--- config.mk ---
export PLATFORM = sky130hd
export DESIGN_NAME = lcd_result_display
export DESIGN_NICKNAME = d
export VERILOG_FILES = /design/src/rtl/lcd_result_display.sv
export SDC_FILE = /design/constraint.sdc
export NUM_CORES = 1
export LEC_CHECK = 0
export ABC_AREA = 1
export CORE_MARGIN = 2
export CORE_UTILIZATION = 30
export CTS_BUF_LIST = sky130_fd_sc_hd__clkbuf_4 sky130_fd_sc_hd__clkbuf_8 sky130_fd_sc_hd__clkbuf_16
export DETAILED_ROUTE_END_ITERATION = 8
export PLACE_DENSITY = 0.42
export SYNTH_ARGS = -nofsm -noshare
export SYNTH_HDL_FRONTEND = slang
export SYNTH_SLANG_ARGS = --single-unit
export TNS_END_PERCENT = 100
--- constraint.sdc ---
create_clock -name i_clk -period 4.29 [get_ports i_clk]
set_input_delay 0.6435 -clock i_clk [delete_from_list [all_inputs] [get_ports i_clk]]
set_output_delay 0.6435 -clock i_clk [all_outputs]
set_load 0.03 [all_outputs]
--- src/rtl/lcd_result_display.sv ---
// HD44780 (8-bit bus) frame sequencer: latches opcode/register/result on start, converts the
// result to sign + decimal magnitude, then writes one two-line frame under start/busy/done.
module lcd_result_display #(
   parameter int unsigned RESULT_W        = 16,
   parameter int unsigned DIGITS          = 5,
   parameter bit          SIGNED          = 1'b1,
   parameter int unsigned EN_CYCLES       = 50000,
   parameter int unsigned CLR_WAIT_CYCLES = 100000
) (
   input  logic                i_clk,
   input  logic                i_rst,
   input  logic                i_start,
   input  logic [2:0]          i_opcode,
   input  logic [3:0]          i_reg_idx,
   input  logic [RESULT_W-1:0] i_result,
   output logic                o_busy,
   output logic                o_done,
   output logic                o_lcd_en,
   output logic                o_lcd_rw,
   output logic                o_lcd_rs,
   output logic [7:0]          o_lcd_data
);

   localparam logic [2:0] ST_IDLE = 3'd0;
   localparam logic [2:0] ST_CONV = 3'd1;
   localparam logic [2:0] ST_XFER = 3'd2;
   localparam logic [2:0] ST_WAIT = 3'd3;
   localparam logic [2:0] ST_DONE = 3'd4;

   localparam logic [2:0] OP_LOAD  = 3'b000;
   localparam logic [2:0] OP_CLEAR = 3'b110;

   localparam int unsigned BCD_W    = 4 * DIGITS;
   localparam int          SIGN_IDX = 22 + 15 - int'(DIGITS);

   logic [2:0]          r_state;
   logic [2:0]          r_op;
   logic [3:0]          r_reg;
   logic                r_neg;
   logic [RESULT_W-1:0] r_bin;
   logic [BCD_W-1:0]    r_bcd;
   logic [31:0]         r_cnt;
   logic [5:0]          r_idx;
   logic                r_busy;
   logic                r_done;
   logic                r_lcd_en;
   logic                r_lcd_rs;
   logic [7:0]          r_lcd_data;

   logic                w_neg_in;
   logic [RESULT_W-1:0] w_mag;
   logic [BCD_W-1:0]    w_bcd_adj;
   logic [5:0]          w_load_idx;
   logic [5:0]          w_last;
   logic                w_is_clr;
   logic [31:0]         w_mnem;
   logic                w_rs;
   logic [7:0]          w_data;

   // Magnitude fits in RESULT_W unsigned bits, so the most negative value converts exactly.
   assign w_neg_in   = SIGNED && i_result[RESULT_W-1];
   assign w_mag      = w_neg_in ? ({RESULT_W{1'b0}} - i_result) : i_result;
   assign w_load_idx = (r_state == ST_CONV) ? 6'd0 : r_idx + 6'd1;
   assign w_last     = (r_op == OP_CLEAR) ? 6'd9 : 6'd37;
   assign w_is_clr   = !r_lcd_rs && ((r_lcd_data == 8'h01) || (r_lcd_data == 8'h02));

   always_comb begin
      w_bcd_adj = r_bcd;
      for (int n = 0; n < int'(DIGITS); n++) begin
         if (r_bcd[4*n +: 4] >= 4'd5) w_bcd_adj[4*n +: 4] = r_bcd[4*n +: 4] + 4'd3;
      end
   end

   always_comb begin
      case (r_op)
         3'b001:  w_mnem = "ADD ";
         3'b010:  w_mnem = "ADDI";
         3'b011:  w_mnem = "SUB ";
         3'b100:  w_mnem = "SUBI";
         3'b101:  w_mnem = "MUL ";
         default: w_mnem = "DSPL";
      endcase
   end

   // Character/command for transfer w_load_idx, i.e. the one loaded on this edge.
   always_comb begin
      int i;
      int k;
      logic [BCD_W-1:0] sh;
      i      = int'(w_load_idx);
      k      = 0;
      sh     = '0;
      w_rs   = 1'b1;
      w_data = 8'h20;
      if (i < 5) begin
         w_rs = 1'b0;
         case (i)
            0:       w_data = 8'h38;
            1:       w_data = 8'h0C;
            2:       w_data = 8'h01;
            3:       w_data = 8'h02;
            default: w_data = 8'h06;
         endcase
      end else if (r_op == OP_CLEAR) begin
         case (i)
            5:       w_data = "C";
            6:       w_data = "L";
            7:       w_data = "E";
            8:       w_data = "A";
            default: w_data = "R";
         endcase
      end else if (i < 9) begin
         w_data = w_mnem[8*(8-i) +: 8];
      end else if (i == 15) begin
         w_data = "[";
      end else if ((i > 15) && (i < 20)) begin
         w_data = {7'b0011000, r_reg[2'(19 - i)]};
      end else if (i == 20) begin
         w_data = "]";
      end else if (i == 21) begin
         w_rs   = 1'b0;
         w_data = 8'hC0;
      end else if (i == SIGN_IDX) begin
         w_data = r_neg ? "-" : "+";
      end else if ((i > SIGN_IDX) && (i < 38)) begin
         k      = i - SIGN_IDX - 1;
         sh     = r_bcd >> (4 * (int'(DIGITS) - 1 - k));
         w_data = {4'h3, sh[3:0]};
      end
   end

   always_ff @(posedge i_clk or posedge i_rst) begin
      if (i_rst) begin
         r_state    <= ST_IDLE;
         r_op       <= '0;
         r_reg      <= '0;
         r_neg      <= 1'b0;
         r_bin      <= '0;
         r_bcd      <= '0;
         r_cnt      <= '0;
         r_idx      <= '0;
         r_busy     <= 1'b0;
         r_done     <= 1'b0;
         r_lcd_en   <= 1'b0;
         r_lcd_rs   <= 1'b0;
         r_lcd_data <= '0;
      end else begin
         r_done <= 1'b0;
         case (r_state)
            ST_IDLE: begin
               if (i_start) begin
                  r_op    <= i_opcode;
                  r_reg   <= i_reg_idx;
                  r_neg   <= w_neg_in;
                  r_bin   <= w_mag;
                  r_bcd   <= '0;
                  r_cnt   <= '0;
                  r_idx   <= '0;
                  r_busy  <= 1'b1;
                  r_state <= (i_opcode == OP_LOAD) ? ST_DONE : ST_CONV;
               end
            end
            ST_CONV: begin
               r_bin <= r_bin << 1;
               r_bcd <= {w_bcd_adj[BCD_W-2:0], r_bin[RESULT_W-1]};
               if (r_cnt == RESULT_W - 1) begin
                  r_cnt      <= '0;
                  r_idx      <= w_load_idx;
                  r_lcd_rs   <= w_rs;
                  r_lcd_data <= w_data;
                  r_lcd_en   <= 1'b1;
                  r_state    <= ST_XFER;
               end else begin
                  r_cnt <= r_cnt + 32'd1;
               end
            end
            ST_XFER: begin
               r_cnt <= r_cnt + 32'd1;
               if (r_cnt == EN_CYCLES - 1) r_lcd_en <= 1'b0;
               if (r_cnt == 2 * EN_CYCLES - 1) begin
                  r_cnt <= '0;
                  if (w_is_clr) begin
                     r_state <= ST_WAIT;
                  end else if (r_idx == w_last) begin
                     r_state <= ST_DONE;
                  end else begin
                     r_idx      <= w_load_idx;
                     r_lcd_rs   <= w_rs;
                     r_lcd_data <= w_data;
                     r_lcd_en   <= 1'b1;
                  end
               end
            end
            ST_WAIT: begin
               if (r_cnt == CLR_WAIT_CYCLES - 1) begin
                  r_cnt      <= '0;
                  r_idx      <= w_load_idx;
                  r_lcd_rs   <= w_rs;
                  r_lcd_data <= w_data;
                  r_lcd_en   <= 1'b1;
                  r_state    <= ST_XFER;
               end else begin
                  r_cnt <= r_cnt + 32'd1;
               end
            end
            ST_DONE: begin
               r_done   <= 1'b1;
               r_busy   <= 1'b0;
               r_lcd_en <= 1'b0;
               r_state  <= ST_IDLE;
            end
            default: r_state <= ST_IDLE;
         endcase
      end
   end

   assign o_busy     = r_busy;
   assign o_done     = r_done;
   assign o_lcd_en   = r_lcd_en;
   assign o_lcd_rw   = 1'b0;
   assign o_lcd_rs   = r_lcd_rs;
   assign o_lcd_data = r_lcd_data;

endmodule

Figure 1. Register map, names as in the netlist (run 1).
The bar under the picture is 50 um long. Other sequential cells in the stronger grey, the rest of the logic in the fainter grey.
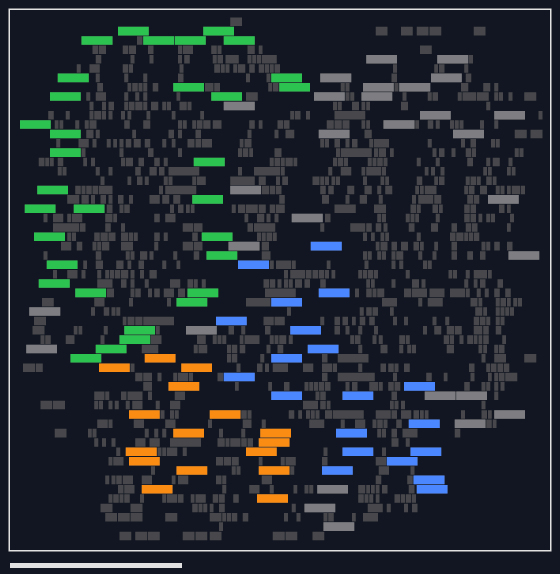
r_bcd -> blue  # flops 20
r_bin -> orange  # flops 16
r_cnt -> green  # flops 32
not coloured = 29
Seq group: 956 uW
flop share of the area: 0.3035
Core Util, Final: 0.3438
Seq. cell area: 2427 um^2

Figure 2. Routed metal, one colour a layer (run 1).
Two of the layers only.
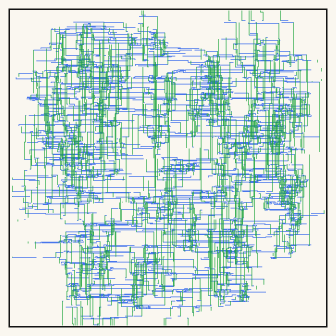
met2 -> green  # wire length 9560 um
met1 -> blue  # wire length 10100 um

Figure 3. I/O nets highlighted (run 1).
The bar under the picture is 50 um long.
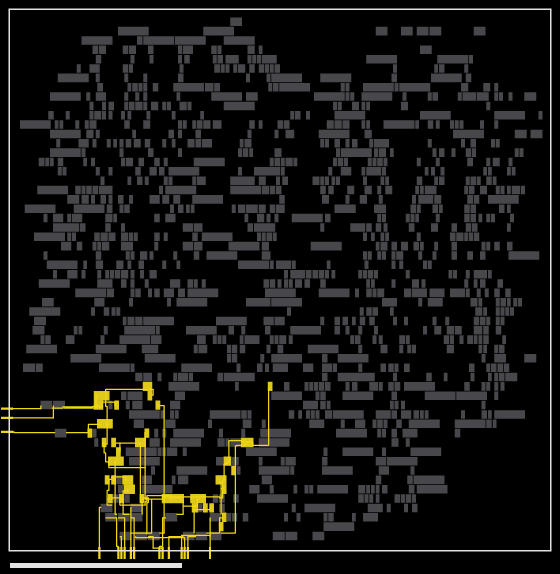
i_result -> yellow  # direction input, end cells 43, buffers 16, wire 617 um

Figure 4. Clock routing (run 1).
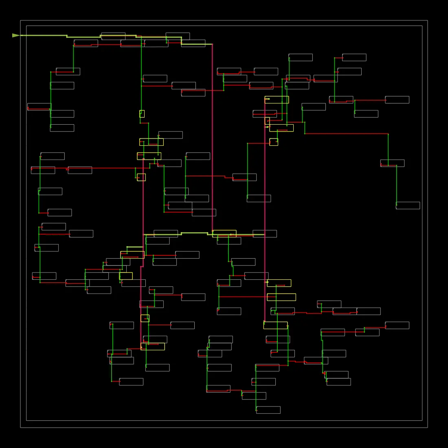
Late-Pin Clk Latency: 0.36 ns
clock net sink count: 97

==> impl_metrics.csv, run 1 <==
group,metric,value,unit
synth,largest_area_cell,"dfrtp_1",
critical_path,required,4.57,ns
drt,drt-total-wl,20540,um
timing,fmax,342.6,MHz
drt,drc_errors,0,
critical_path,reg2reg_from,"r_state[2]",
critical_path,crit_type,"flip-flop to flip-flop",
layout,regMostFlops,"r_cnt",
die,core,23260,um^2
critical_path,crit_fanout,22,
drt,antenna_left,0,
clocking,htreeDepth,3,
synth,top_cells_by_count,"nand2_1, inv_1, nor2_1, dfrtp_1, nand3_1",
run_status,status,"completed",
layout,fill_cells,2625,
die,initCoreUtil,0.3023,
timing,finalHoldViolCount,0,
synth,ys_seq_share,0.3452,
layout,syn2layout_area_growth,13.74,%
hold_path,hp-start,"r_bin[1]",
drt,viasPerCell,4.809,
layout,reg.largest.list,"r_cnt x32, r_bcd x20, r_bin x16",
synth,synth.most_common_cell,"nand2_1",
timing,rsz0062_at_grt,"false",
hold_path,hp-class,"flip-flop to flip-flop",
layout,final_cell_count_no_fill,1366,
critical_path,critPathCaptureType,"flip-flop",
placed_design,dp_hpwl,15460,um
layout,drive_above_1_share,0.07450,
layout,finalNetCount,1089,
global_routing,grt_pass1_wl,34250,um
critical_path,critical_path.most_common_cell,"nand2_1",
die,row_count,56,
run,cap_viol_max_count,0,
synth,top_area_frac,0.3452,
timing,maxSlewViolCount,0,
critical_path,cp-start-kind,"flip-flop",
die,die_h,157.1,um
critical_path,ff2ff_setup_slack,1.37,ns
global_routing,grt_max_degree,64,
synth,synthArstFlopShare,1.000,
clocking,cts.clk_slew.worst_paths,0.08,ns
global_routing,antenna_found_initial,0,
critical_path,crit_slowest_cell,"dfrtp_1",
pwr,power_density,244.2,nW/um^2
drt,first_pass_iters,5,
synth,avgSynthCellArea,6.907,um^2
synth,synth_chip_area,7032,um^2
synth,synth.area.top_cells,"dfrtp_1, nand2_1, inv_1, nor2_1, nand3_1",
global_routing,grt-ovfl-total,0,
placed_design,post-place-cells,1350,
drt,via_count,6569,
synth,ys_warn_count,0,
drt,post_drt_wl_per_cell,15.04,um
die,ios,39,
layout,n_antenna_cell,0,
critical_path,cpPeakStageDelay,0.64,ns
synth,ys_cells,1018,
synth,edf_count,0,
clocking,cts_tree,"built",
run,warnings,37,
clocking,clock_path_buffers,2,
pwr,irDropWorstVdd,0.1403,mV
clocking,hold_buffers,0,
drt,drt-initial-drc-count,392,
layout,post-route-cell-area,7998,um^2
synth,floorplan.nets,1065,
## run 1: per-layer routing
layer	part of all wire	global-route usage	wire (um)
met5	0	0	0
met3	0.020	0.01735	419
met2	0.47	0.2905	9563
met4	0.024	0.06580	501
met1	0.49	0.2352	10050
## run 1: path summary, 6_finish.rpt
kind	end	cells past startpoint
setup / recovery	o_lcd_data[4]	13
hold / removal	r_bin[2]	2
setup reg to reg	o_lcd_data[4]	13
hold reg to reg	r_bin[2]	2
max in group asynchronous	r_cnt[6]	3
min in group asynchronous	r_cnt[16]	2
## run 1: where the power goes
part | internal, mW | switching (mW) | total [mW] | leakage [nW]
registers | 0.930 | 0.0257 | 0.956 | 1.09
clock network | 0.471 | 0.392 | 0.863 | 0.153
logic | 0.0516 | 0.0828 | 0.134 | 2.57
## run 1: cell families (layout without fill, tap and decap cells)
family / after synthesis / in the layout / synth area share
AND/OR/NAND/NOR: 554 / 554 / 0.3641
adder cells (fa/ha/maj): 21 / 21 / 0.03737
flip-flops: 97 / 97 / 0.3452
buffers and inverters: 181 / 210 / 0.1048
other: 1 / 1 / 0.0005333
XOR/XNOR: 26 / 26 / 0.03238
AND-OR/OR-AND: 138 / 138 / 0.1157
## run 1: area by class of cell
type,count,area [um^2],area share
Multi-Input combinational cell,740,3870,0.4839
Sequential cell,97,2427,0.3035
Inverter,152,575.6,0.07196
Timing Repair Buffer,42,420.4,0.05257
Tap cell,319,399.1,0.04991
Clock buffer,10,239.0,0.02988
Clock inverter,6,66.31,0.008292
## run 1: cell usage in the layout (no fill, tap or decap), types with 21 or more instances in the layout
cell / n
nand2_1: 229
ha_1: 21
nor2_1: 116
a21oi_1: 31
nor3_1: 35
xor2_1: 23
clkdlybuf4s50_1: 37
nand3_1: 86
o21ai_0: 53
dfrtp_1: 97
nand4_1: 33
inv_1: 138
## run 1: critical path: cells and delay by family, from the launching register on
kind | cells | cell delay (ns)
compound gates | 1 | 0.12
fa+ha+maj | 1 | 0.29
buf+inv | 2 | 0.52
flops | 1 | 0.64
simple gates | 9 | 1.25
## run 1: stage by stage
step                hold slack, ns  worst slack (ns)
floorplan                   0.4422             1.113
global placement            0.4794             1.366
detailed placement          0.4811             1.334
CTS                         0.5016             1.319
global route                0.5315             1.011
finish                      0.4946             1.371
## Run 2: what changed since run 1
Settings changed: PLACE_DENSITY 0.42 to 0.43.
Clock period 4.29 ns to 2.45 ns, I/O delays scaled along.
==> impl_metrics.csv, run 2 <==
group,metric,value,unit
layout,finalNetCount,1125,
synth,synthArstFlopShare,1.000,
critical_path,crit_fanout,13,
synth,ys_seq_share,0.3452,
drt,viasPerCell,4.792,
critical_path,crit_slowest_cell,"dfrtp_1",
synth,synth_chip_area,7032,um^2
layout,post-route-cell-area,8303,um^2
drt,via_count,6718,
layout,fin_util,0.3569,
global_routing,antenna_found_initial,0,
layout,fill_cells,2560,
die,core,23260,um^2
timing,fmax,446.4,MHz
placed_design,post-place-cells,1386,
drt,antenna_left,0,
placed_design,pre_cts_slack,0.08259,ns
layout,final_cell_mix,"nand2_1, inv_1, nor2_1",
run_status,status,"completed",
placed_design,dp_hpwl,15550,um
layout,n_antenna_cell,0,
global_routing,grt-ovfl-total,0,
critical_path,cp-start-kind,"flip-flop",
hold_path,hp-class,"flip-flop to flip-flop",
pwr,irDropWorstVdd,0.3012,mV
drt,drt-total-wl,20370,um
timing,rsz0062_at_grt,"true",
drt,drc_errors,0,
clocking,cts.sinks,97,
synth,synth.area.top_cells,"dfrtp_1, nand2_1, inv_1, nor2_1, nand3_1",
die,row_count,56,
layout,reg.largest.list,"r_cnt x32, r_bcd x20, r_bin x16",
clocking,clock_latency,0.36,ns
layout,seq_area,2429,um^2
critical_path,cp_top_family,"simple AND/OR/NAND/NOR gates",
==> run 2: netlist changes by cell type in the layout (fill, tap and decap cells not counted), moves of 2 or more <==
cell,delta
buf_4,+34
clkinvlp_4,+3
buf_12,+2
ha_1,-2
inv_8,+2
==> run 2: final cells by class <==
cell class	instances	area share
multi-input combinational	740	0.4694
tap	319	0.04807
timing repair buffer	78	0.08620
inverter	152	0.06947
clock buffer	9	0.02712
clock inverter	7	0.007233
sequential	97	0.2925
==> run 2: worst register-to-register path, cell delays in order (launching register included) <==
cell and delay, ns:
dfrtp_1 0.38, ha_1 0.18, nand2_1 0.13, nor2_4 0.16
inv_1 0.05, nor2_1 0.10, nand4_1 0.14, o21ai_2 0.19
nand2_1 0.13, nor2_2 0.18, buf_12 0.15, o21ai_0 0.08
nor2_1 0.14, o21ai_1 0.10, nand2_1 0.07
==> run 2: cell families after synthesis <==
group | after synthesis | synth area share
other cells | 1 | 0.0005333
xor+xnor | 26 | 0.03238
simple gates | 554 | 0.3641
flops | 97 | 0.3452
compound gates | 138 | 0.1157
buf+inv | 181 | 0.1048
fa+ha+maj | 21 | 0.03737
==> run 2: where the power goes <==
part	total, mW	switching, mW	internal [mW]
clock	1.43	0.719	0.708
sequential	1.66	0.0346	1.63
combinational	0.254	0.155	0.0995
==> run 2: repair_timing <==
| item | in CTS | in global routing |
|---|---|---|
| buffers inserted | 0 | 0 |
| gates resized | 0 | 8 |
| setup endpoints to repair | 0 | 5 |
| hold buffers | 0 | 0 |
==> run 2: metal layers <==
metal  up-vias  part of all wire  GRT usage
met3        20             0.028    0.02533
met1      3144              0.48     0.2331
met5         -                 0          0
li1       3462                 -          -
met2        92              0.47     0.2907
met4         0             0.013    0.04459
==> run 2: worst paths after layout <==
| check | startpoint | to | slack (ns) | cells after the start |
|---|---|---|---|---|
| min | r_reg[3] | r_reg[3] | 0.48 | 2 |
| min reg2reg | r_reg[3] | r_reg[3] | 0.48 | 2 |
| min in group asynchronous | i_rst | o_busy | 0.50 | 3 |
| max reg2reg | r_cnt[0] | o_lcd_data[3] | 0.21 | 14 |
| max in group asynchronous | i_rst | r_idx[1] | 1.51 | 3 |
| max | r_cnt[0] | o_lcd_data[3] | 0.21 | 14 |
Figure 5. Zoomed window (run 2).
Window x 19 to 59, y 98 to 138 um. Cells in grey, sequential cells in the stronger grey; small squares are vias.
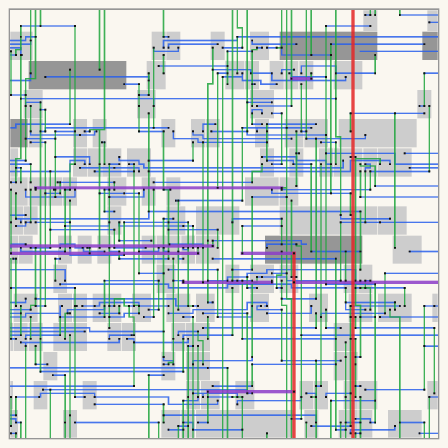
met4 -> red
met3 -> purple
met1 -> blue
met2 -> green
most frequent = nand2_1 (24), nor2_1 (21)
sequential cells in the window = 3
cells with their middle in the window = 115
netlist names of flops here include = r_cnt (3)

Figure 6. Clock routing (run 2).
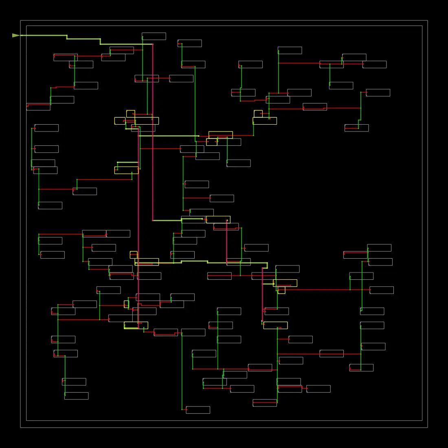
clock buffer count: 9
total CTS buffers: 9
skew final: 0.009319 ns

## Run 3: what changed since run 2
==> constraint.sdc (replaced) <==
create_clock -name i_clk -period 2.45 [get_ports i_clk]
set_input_delay 0.245 -clock i_clk [delete_from_list [all_inputs] [get_ports i_clk]]
set_output_delay 0.245 -clock i_clk [all_outputs]
set_load 0.03 [all_outputs]
==> impl_metrics.csv, run 3 <==
group,metric,value,unit
run_status,status,"completed",
pwr,p_comb_frac,0.077,
placed_design,pre_cts_slack,-0.03914,ns
run,cap_viol_max_count,0,
pwr,seqPwrFrac,0.504,
pwr,internal_power,2.494,mW
synth,synthArstFlopShare,1.000,
timing,finalHoldViolCount,0,
die,die_h,157.1,um
global_routing,grt-ovfl-total,0,
drt,dr_wl_met2,9834,um
drt,met3_length,563,um
clocking,clock_latency,0.35,ns
critical_path,crit_arrival,2.58,ns
pwr,irDropWorstVdd,0.2830,mV
timing,fin_crit_sh,0.9375,
timing,period_minus_slack,2.297,ns
synth,synth.area.top_cells,"dfrtp_1, nand2_1, inv_1, nor2_1, nand3_1",
layout,largest_reg_flops,32,
timing,fmax,435.4,MHz
die,core,23260,um^2
placed_design,post-place-cells,1381,
synth,top_cells_by_count,"nand2_1, inv_1, nor2_1, dfrtp_1, nand3_1",
timing,max_slew_margin,0.5867,
critical_path,crit_type,"flip-flop to flip-flop",
pwr,switching_power,811.3,uW
drt,top_layer_used,"met4",
synth,floorplan.nets,1065,
layout,finalNetCount,1124,
global_routing,grt_pass1_vias,6601,
drt,antenna_left,0,
synth,ys.flops,97,
timing,skew,0.006290,ns
synth,yosys.area_share.adder,0.03737,
timing,postLayoutSetupSlackWorst,0.1531,ns
critical_path,crit_fanout,5,
synth,largest_area_cell,"dfrtp_1",
synth,muxShareOfSynthArea,0,
clocking,cts_tree,"built",
die,dieArea,24680,um^2
synth,ys_seq_share,0.3452,
synth,ys_cells,1018,
synth,synth_chip_area,7032,um^2
synth,ys_top_logic_family,"simple AND/OR/NAND/NOR gates",
drt,viasPerCell,4.782,
clocking,cts_root_buffer,"clkbuf_16",
critical_path,critPathCaptureType,"flip-flop",
synth,synth_xor_xnor_area_share,0.03238,
pwr,switching_share,0.2455,
clocking,hold_buffers,0,
global_routing,grt_pass1_wl,34280,um
hold_path,hp-class,"input port to asynchronous set/reset pin",
layout,reg.largest.list,"r_cnt x32, r_bcd x20, r_bin x16",
clocking,numCtsBuffers,9,
critical_path,cp-start-kind,"flip-flop",
die,row_count,56,
synth,synth.most_common_cell,"nand2_1",
synth,simple_gate_share,0.3641,
layout,syn2layout_area_growth,17.90,%
layout,layout_top_cell,"nand2_1",
global_routing,grt_max_degree,65,
placed_design,numPortBuffers,37,
synth,top_area_frac,0.3452,
pwr,clkPwrFrac,0.419,
drt,drc_errors,0,
drt,via_count,6699,
clocking,cts.sinks,97,
drt,met1_length,9949,um
clocking,cts.clk_slew.worst_paths,0.07,ns
layout,drive_above_1_share,0.1119,
global_routing,antenna_found_initial,0,
drt,drt-total-wl,20640,um
layout,final_cell_mix,"nand2_1, inv_1, nor2_1",
placed_design,dp_hpwl,15680,um
synth,compound_area_frac,0.1157,
## run 3: cell counts after synthesis
Identical to the previous run, type by type.
## run 3: cell families (layout without fill, tap and decap cells)
family          Yosys count  after routing
compound gates          138            138
fa+ha+maj                21             21
buf+inv                 181            244
flops                    97             97
simple gates            554            554
other cells               1              2
xor+xnor                 26             26
## run 3: worst paths after layout
kind	endpoint	start	slack, ns	cells past startpoint
worst max-delay path	o_lcd_data[3]	r_idx[1]	0.15	13
worst min register to register	r_reg[3]	r_reg[3]	0.48	2
worst min-delay path	r_cnt[22]	i_rst	0.35	3
worst max register to register	o_lcd_data[3]	r_idx[1]	0.15	13
max in group asynchronous	r_bcd[1]	i_rst	1.73	3
min in group i_clk	r_reg[1]	i_reg_idx[1]	0.43	3
## run 3: critical path, cell delays in order, from the launching register on
cell	delay [ns]
dfrtp_2	0.43
ha_1	0.22
nand2_1	0.07
inv_1	0.06
nor2_2	0.09
nand2_1	0.10
ha_1	0.33
nor3_2	0.23
inv_1	0.09
o21ai_1	0.24
nand2_1	0.09
nand4_1	0.09
o21ai_1	0.10
nand2_1	0.09
## run 3: layout make-up
class | instances | area (um^2)
inverter | 152 | 576.8
multi-input combinational | 740 | 3915
fill | 2616 | 14970
tap | 319 | 399.1
clock inverter | 2 | 13.76
clock buffer | 13 | 267.8
antenna | 1 | 2.502
sequential | 97 | 2429
timing repair buffer | 77 | 686.9
## run 3: metrics by stage
stage / hold slack (ns) / TNS (ns) / instance area, um^2 / total power [mW] / util
after floorplan: 0.3616 / 0 / 7036 / 1.840 / -
after global placement: 0.4666 / -0.004783 / 7926 / 1.957 / 0.3407
after detailed placement: 0.4748 / -0.03914 / 7926 / 1.955 / 0.3407
after CTS: 0.3626 / 0 / 8208 / 3.381 / 0.3528
after global routing: 0.4016 / -0.05244 / 8288 / 3.487 / 0.3563
final: 0.3514 / 0 / 8290 / 3.305 / 0.3564
## run 3: power groups by stage
stage / registers (mW) / clock network [mW] / logic, mW
6_report: 1.67 / 1.38 / 0.255
5_1_grt: 1.67 / 1.52 / 0.294
4_1_cts: 1.66 / 1.46 / 0.261
3_5_place_dp: 1.69 / 0 / 0.260
3_3_place_gp: 1.70 / 0 / 0.260
2_1_floorplan: 1.68 / 0 / 0.163
## run 3: metal layers
metal,vias up,track usage
met5,-,0
met4,0,0.04242
met3,18,0.02946
met2,78,0.2947
met1,3155,0.2386
li1,3448,-
## run 3: what timing repair did
item,CTS,global route
resized,1,13
pin swaps,0,2
endpoints found under the setup margin,1,6
buffers inserted,0,4
cloned,0,0
Figure 7. Register map, names as in the netlist (run 3).
The bar under the picture is 50 um long. Other sequential cells in the stronger grey, the rest of the logic in the fainter grey.
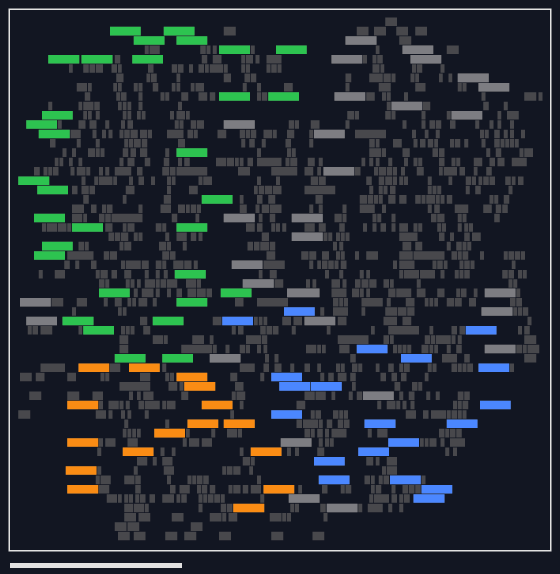
r_cnt -> green  # flops 32
r_bcd -> blue  # flops 20
r_bin -> orange  # flops 16
not coloured = 29
flop share of the area: 0.2929
Seq group: 1.67 mW
Core Util, Final: 0.3564

Figure 8. Zoomed window (run 3).
Window x 19 to 59, y 98 to 138 um. Cells in grey, sequential cells in the stronger grey; small squares are vias.
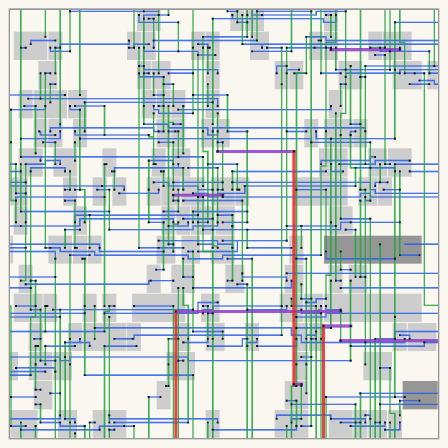
met1 -> blue
met4 -> red
met3 -> purple
met2 -> green
netlist names of flops here include = r_cnt (1)
most frequent = nand2_1 (26), nor2_1 (21), inv_1 (18)
cells with their middle in the window = 123
sequential cells in the window = 1

No activity file was given, so power comes from the tool's default toggle rates.
